`src/rtl/seg7_hex_decode.sv`:
```
// ---------------------------------------------------------------------------
// seg7_hex_decode
//
// Purpose:
//   Display loopback checker. It samples the two active-low 7-segment buses
//   that drive HEX1/HEX0 and decodes them back into the 5-bit value 0x00-0x1F
//   that the two-digit hex display encoder was showing.
//
//   A pattern is reported only after it has been seen on STABLE_CYCLES
//   consecutive samples. Each new legal value is presented once on a
//   valid/ready handshake. An illegal stable pattern raises a one-cycle
//   out_err pulse and bumps a saturating error counter.
//
// Parameters:
//   STABLE_CYCLES : identical consecutive samples needed before a decode
//                   (legal range 1..15, default 4)
//
// Ports:
//   clk        in   system clock, rising edge
//   reset_n    in   synchronous active-low reset
//   seg1[6:0]  in   upper digit segments, active-low, bit6=g .. bit0=a
//   seg0[6:0]  in   lower digit segments, same encoding
//   out_ready  in   consumer accepts out_value while out_valid is high
//   out_valid  out  out_value holds a decoded value
//   out_value  out  decoded value {upper digit bit, lower nibble}
//   out_err    out  one-cycle pulse when a stable pattern is illegal
//   err_count  out  number of illegal patterns, saturates at 255
//
// Build option:
//   SEG7_DEC_BLANK_EN - when defined, a blank upper digit (7'b1111111, as
//   produced by leading-zero suppression) decodes as upper digit 0. When
//   undefined, a blank upper digit is illegal. A blank lower digit is
//   illegal in both builds.
// ---------------------------------------------------------------------------
module seg7_hex_decode #(
  parameter int STABLE_CYCLES = 4
) (
  input  logic       clk,
  input  logic       reset_n,
  input  logic [6:0] seg1,
  input  logic [6:0] seg0,
  input  logic       out_ready,
  output logic       out_valid,
  output logic [4:0] out_value,
  output logic       out_err,
  output logic [7:0] err_count
);

  typedef enum logic [1:0] {
    ST_WAIT,
    ST_PRESENT,
    ST_LOCKED
  } state_t;

  localparam logic [3:0]  CNT_LIM   = 4'(STABLE_CYCLES);
  localparam logic [13:0] ALL_BLANK = 14'h3FFF;

  state_t      state;
  state_t      state_nxt;
  logic [13:0] samp;
  logic [13:0] capt;
  logic [13:0] capt_nxt;
  logic [3:0]  cnt;

  logic        valid_nxt;
  logic [4:0]  value_nxt;
  logic        err_nxt;
  logic [7:0]  errcnt_nxt;

  logic [1:0]  upper_dec;
  logic [4:0]  lower_dec;
  logic        decode_ok;

  // Upper digit decode: returns {legal, digit bit}.
  function automatic logic [1:0] decode_upper(input logic [6:0] pat);
    logic [1:0] res;
    case (pat)
      7'b1000000: res = 2'b10;
      7'b1111001: res = 2'b11;
`ifdef SEG7_DEC_BLANK_EN
      7'b1111111: res = 2'b10;
`else
      7'b1111111: res = 2'b00;
`endif
      default:    res = 2'b00;
    endcase
    return res;
  endfunction

  // Lower digit decode: returns {legal, nibble}.
  function automatic logic [4:0] decode_lower(input logic [6:0] pat);
    logic [4:0] res;
    case (pat)
      7'b1000000: res = 5'h10;
      7'b1111001: res = 5'h11;
      7'b0100100: res = 5'h12;
      7'b0110000: res = 5'h13;
      7'b0011001: res = 5'h14;
      7'b0010010: res = 5'h15;
      7'b0000010: res = 5'h16;
      7'b1111000: res = 5'h17;
      7'b0000000: res = 5'h18;
      7'b0010000: res = 5'h19;
      7'b0001000: res = 5'h1A;
      7'b0000011: res = 5'h1B;
      7'b1000110: res = 5'h1C;
      7'b0100001: res = 5'h1D;
      7'b0000110: res = 5'h1E;
      7'b0001110: res = 5'h1F;
      default:    res = 5'h00;
    endcase
    return res;
  endfunction

  // Input stage: register both buses every cycle and track how long the
  // sample has been unchanged. The comparison uses the incoming value against
  // the current sample so the counter reads 1 on the first cycle a new
  // pattern is held in samp.
  always_ff @(posedge clk) begin
    if (!reset_n) begin
      samp <= ALL_BLANK;
      cnt  <= 4'd0;
    end else begin
      samp <= {seg1, seg0};
      if ({seg1, seg0} != samp) begin
        cnt <= 4'd1;
      end else if (cnt < CNT_LIM) begin
        cnt <= cnt + 4'd1;
      end
    end
  end

  assign upper_dec = decode_upper(samp[13:7]);
  assign lower_dec = decode_lower(samp[6:0]);
  assign decode_ok = upper_dec[1] & lower_dec[4];

  // State, capture and output registers.
  always_ff @(posedge clk) begin
    if (!reset_n) begin
      state     <= ST_WAIT;
      capt      <= ALL_BLANK;
      out_valid <= 1'b0;
      out_value <= 5'd0;
      out_err   <= 1'b0;
      err_count <= 8'd0;
    end else begin
      state     <= state_nxt;
      capt      <= capt_nxt;
      out_valid <= valid_nxt;
      out_value <= value_nxt;
      out_err   <= err_nxt;
      err_count <= errcnt_nxt;
    end
  end

  // Next-state and next-output logic. Outputs hold by default; out_err is a
  // pulse so it defaults low. LOCKED waits for the sample to move away from
  // the captured pattern, which is what stops a held pattern from being
  // reported again.
  always_comb begin
    state_nxt  = state;
    capt_nxt   = capt;
    valid_nxt  = out_valid;
    value_nxt  = out_value;
    err_nxt    = 1'b0;
    errcnt_nxt = err_count;

    case (state)
      ST_WAIT: begin
        if (cnt == CNT_LIM) begin
          capt_nxt = samp;
          if (decode_ok) begin
            valid_nxt = 1'b1;
            value_nxt = {upper_dec[0], lower_dec[3:0]};
            state_nxt = ST_PRESENT;
          end else begin
            err_nxt = 1'b1;
            if (err_count != 8'hFF) begin
              errcnt_nxt = err_count + 8'd1;
            end
            state_nxt = ST_LOCKED;
          end
        end
      end

      // out_valid is high throughout this state, so out_ready alone marks
      // the transfer; input activity is ignored until after the handshake.
      ST_PRESENT: begin
        if (out_ready) begin
          valid_nxt = 1'b0;
          state_nxt = ST_LOCKED;
        end
      end

      ST_LOCKED: begin
        if (samp != capt) begin
          state_nxt = ST_WAIT;
        end
      end

      default: begin
        state_nxt = ST_WAIT;
      end
    endcase
  end

endmodule

```
`config.mk`:
```
export PLATFORM = sky130hd
export DESIGN_NAME = seg7_hex_decode
export DESIGN_NICKNAME = d
export VERILOG_FILES = /design/src/rtl/seg7_hex_decode.sv
export SDC_FILE = /design/constraint.sdc
export NUM_CORES = 1
export LEC_CHECK = 0
export CAP_MARGIN = 30
export CORE_UTILIZATION = 38
export CTS_BUF_LIST = sky130_fd_sc_hd__clkbuf_16
export DETAILED_ROUTE_END_ITERATION = 16
export PLACE_DENSITY_LB_ADDON = 0.08
export RECOVER_POWER = 25
export SKIP_LAST_GASP = 1
export SLEW_MARGIN = 20
export SYNTH_ARGS = -nofsm -noshare
export SYNTH_HDL_FRONTEND = slang
export SYNTH_SLANG_ARGS = --single-unit
```
`constraint.sdc`:
```
create_clock -name clk -period 2.55 [get_ports clk]
set_clock_uncertainty 0.15 [all_clocks]
set_input_delay 0.51 -clock clk [delete_from_list [all_inputs] [get_ports clk]]
set_output_delay 0.51 -clock clk [all_outputs]
set_load 0.03 [all_outputs]
```
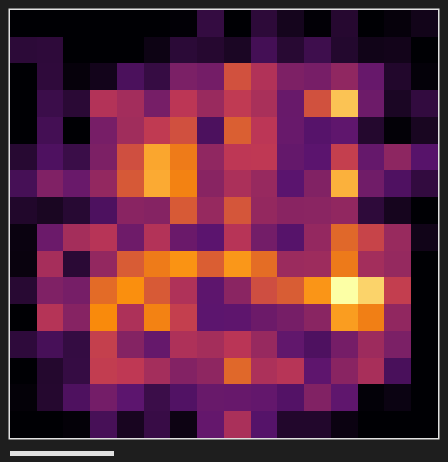
Fig. 1. Wiring heat map.
The bar under the picture is 20 um long. 16 x 16 tiles, from black (low) to pale yellow (high), scaled to the fullest tile. Values are wire area over tile area, all layers added.
The mean over all tiles is 0.13. The emptiest ninth of the die: upper left. The densest ninth of the die: centre. The fullest tile reaches 0.45. 15% of the tiles are nearly empty. 18% of the tiles are over half the peak.
Total GRT Usage: 0.188
Routed WL: 5800 um
routed len/inst: 14.1 um
total number of vias: 2110

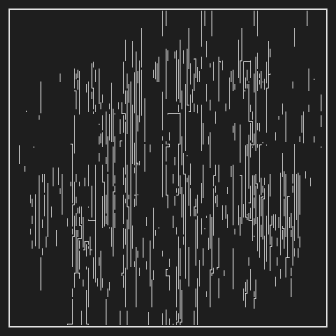
Fig. 2. M2 wires.
The longest straight run is 48.3 um. The layer holds 43% of the routed length. 270 nets have wire on it. The layer carries 2490 um of wire.

==> reports/summary.txt <==
Status: finished, final reports clean
Die area: 6800 um^2
Hold endpoint: out_valid$_SDFFE_PN0P_
Max Slew Vio Count: 0
CP startpoint kind: flip-flop
Clock buffers: 5
Io pins: 32
Setup TNS: 0 ps
Hold_sp: out_valid$_SDFFE_PN0P_
Worst flop-to-flop path startpoint: samp[1]$_SDFF_PN1_
Worst slew pin tran: 1090 ps
Clock Tree Root: clkbuf_16
Predominant post-synthesis flop cell: dfxtp_1
H-tree depth: 2
Crit Path Category: flip-flop to flip-flop
Cell family with most CP delay: AND-OR/OR-AND gates
RR Endpoint: err_count[4]$_SDFFE_PN0P_
Hold Path Class: flip-flop to flip-flop
Synthesis-to-layout area growth: 24.8%
CP cell instances: and3b_1, o211ai_2, o311ai_2, o31a_2, or4_1, a21oi_1
Clock network fraction of design power: 0.440
Detail Placement HPWL: 4180 um
Max rail drop VDD: 0.000320 V
Pwr per Cell Area: 546 nW/um^2
Clock-cell share: 0.0530
Period Utilization, post-route: 0.942
Buffering overhead: 0.143
Largest cell class: multi-input combinational cells
Tap cells: 75
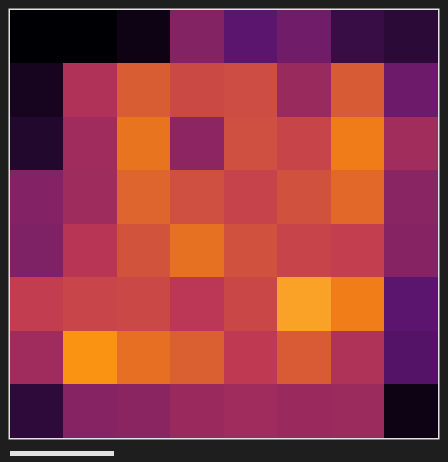
Fig. 3. Placement density heat map.
The bar under the picture is 20 um long. 8 x 8 tiles, from black (low) to pale yellow (high), 0 to 100% covered.
The mean over all tiles is 44%. 3.1% of the tiles are nearly empty. The fullest tile reaches 80%. The densest ninth of the die: centre.
Pre-Place Util: 0.404
fin util: 0.504
core area: 6100 um^2

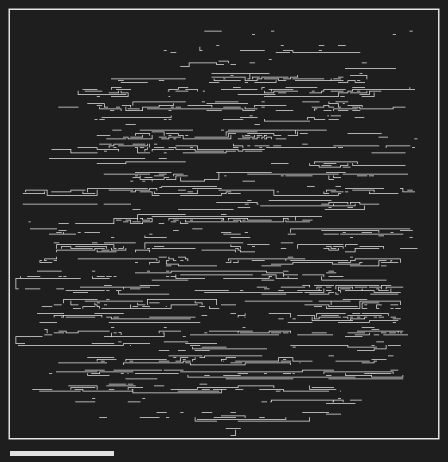
Fig. 4. The metal 1 layer.
The bar under the picture is 20 um long.
The wires run mostly horizontal. The layer carries 2990 um of wire. The layer holds 52% of the routed length. 333 nets have wire on it. The longest straight run is 32.7 um.
GR Util met1: 0.267

[state kept, by name (all words and copies together) (netlist names)]
name	count
capt	14
err_count	8
out_valid	1
state	2
out_value	5
samp	14
cnt	4
out_err	1
[cell usage in the layout, fill, tap and decap left out, types with 5 or more instances in the layout]
master	netlist	final
xor2_1	9	9
or4_1	5	5
nand3_1	22	22
nand2_1	44	44
nand4_1	8	8
dfxtp_1	49	47
o31ai_1	5	5
clkdlybuf4s50_1	0	30
clkbuf_16	0	5
nor3_1	7	7
nor2_1	17	17
xnor2_1	20	20
buf_4	2	16
a21oi_1	17	17
o21ai_0	8	8
nand2b_1	16	16
inv_1	7	8
[routing by layer]
layer,up-vias,GRT usage,wire (um)
met2,43,0.280,2490
met5,-,0,0
met3,7,0.0495,259
met4,0,0.0474,57
met1,955,0.267,2990
li1,1105,-,-
Power and IR drop assume default switching activity.
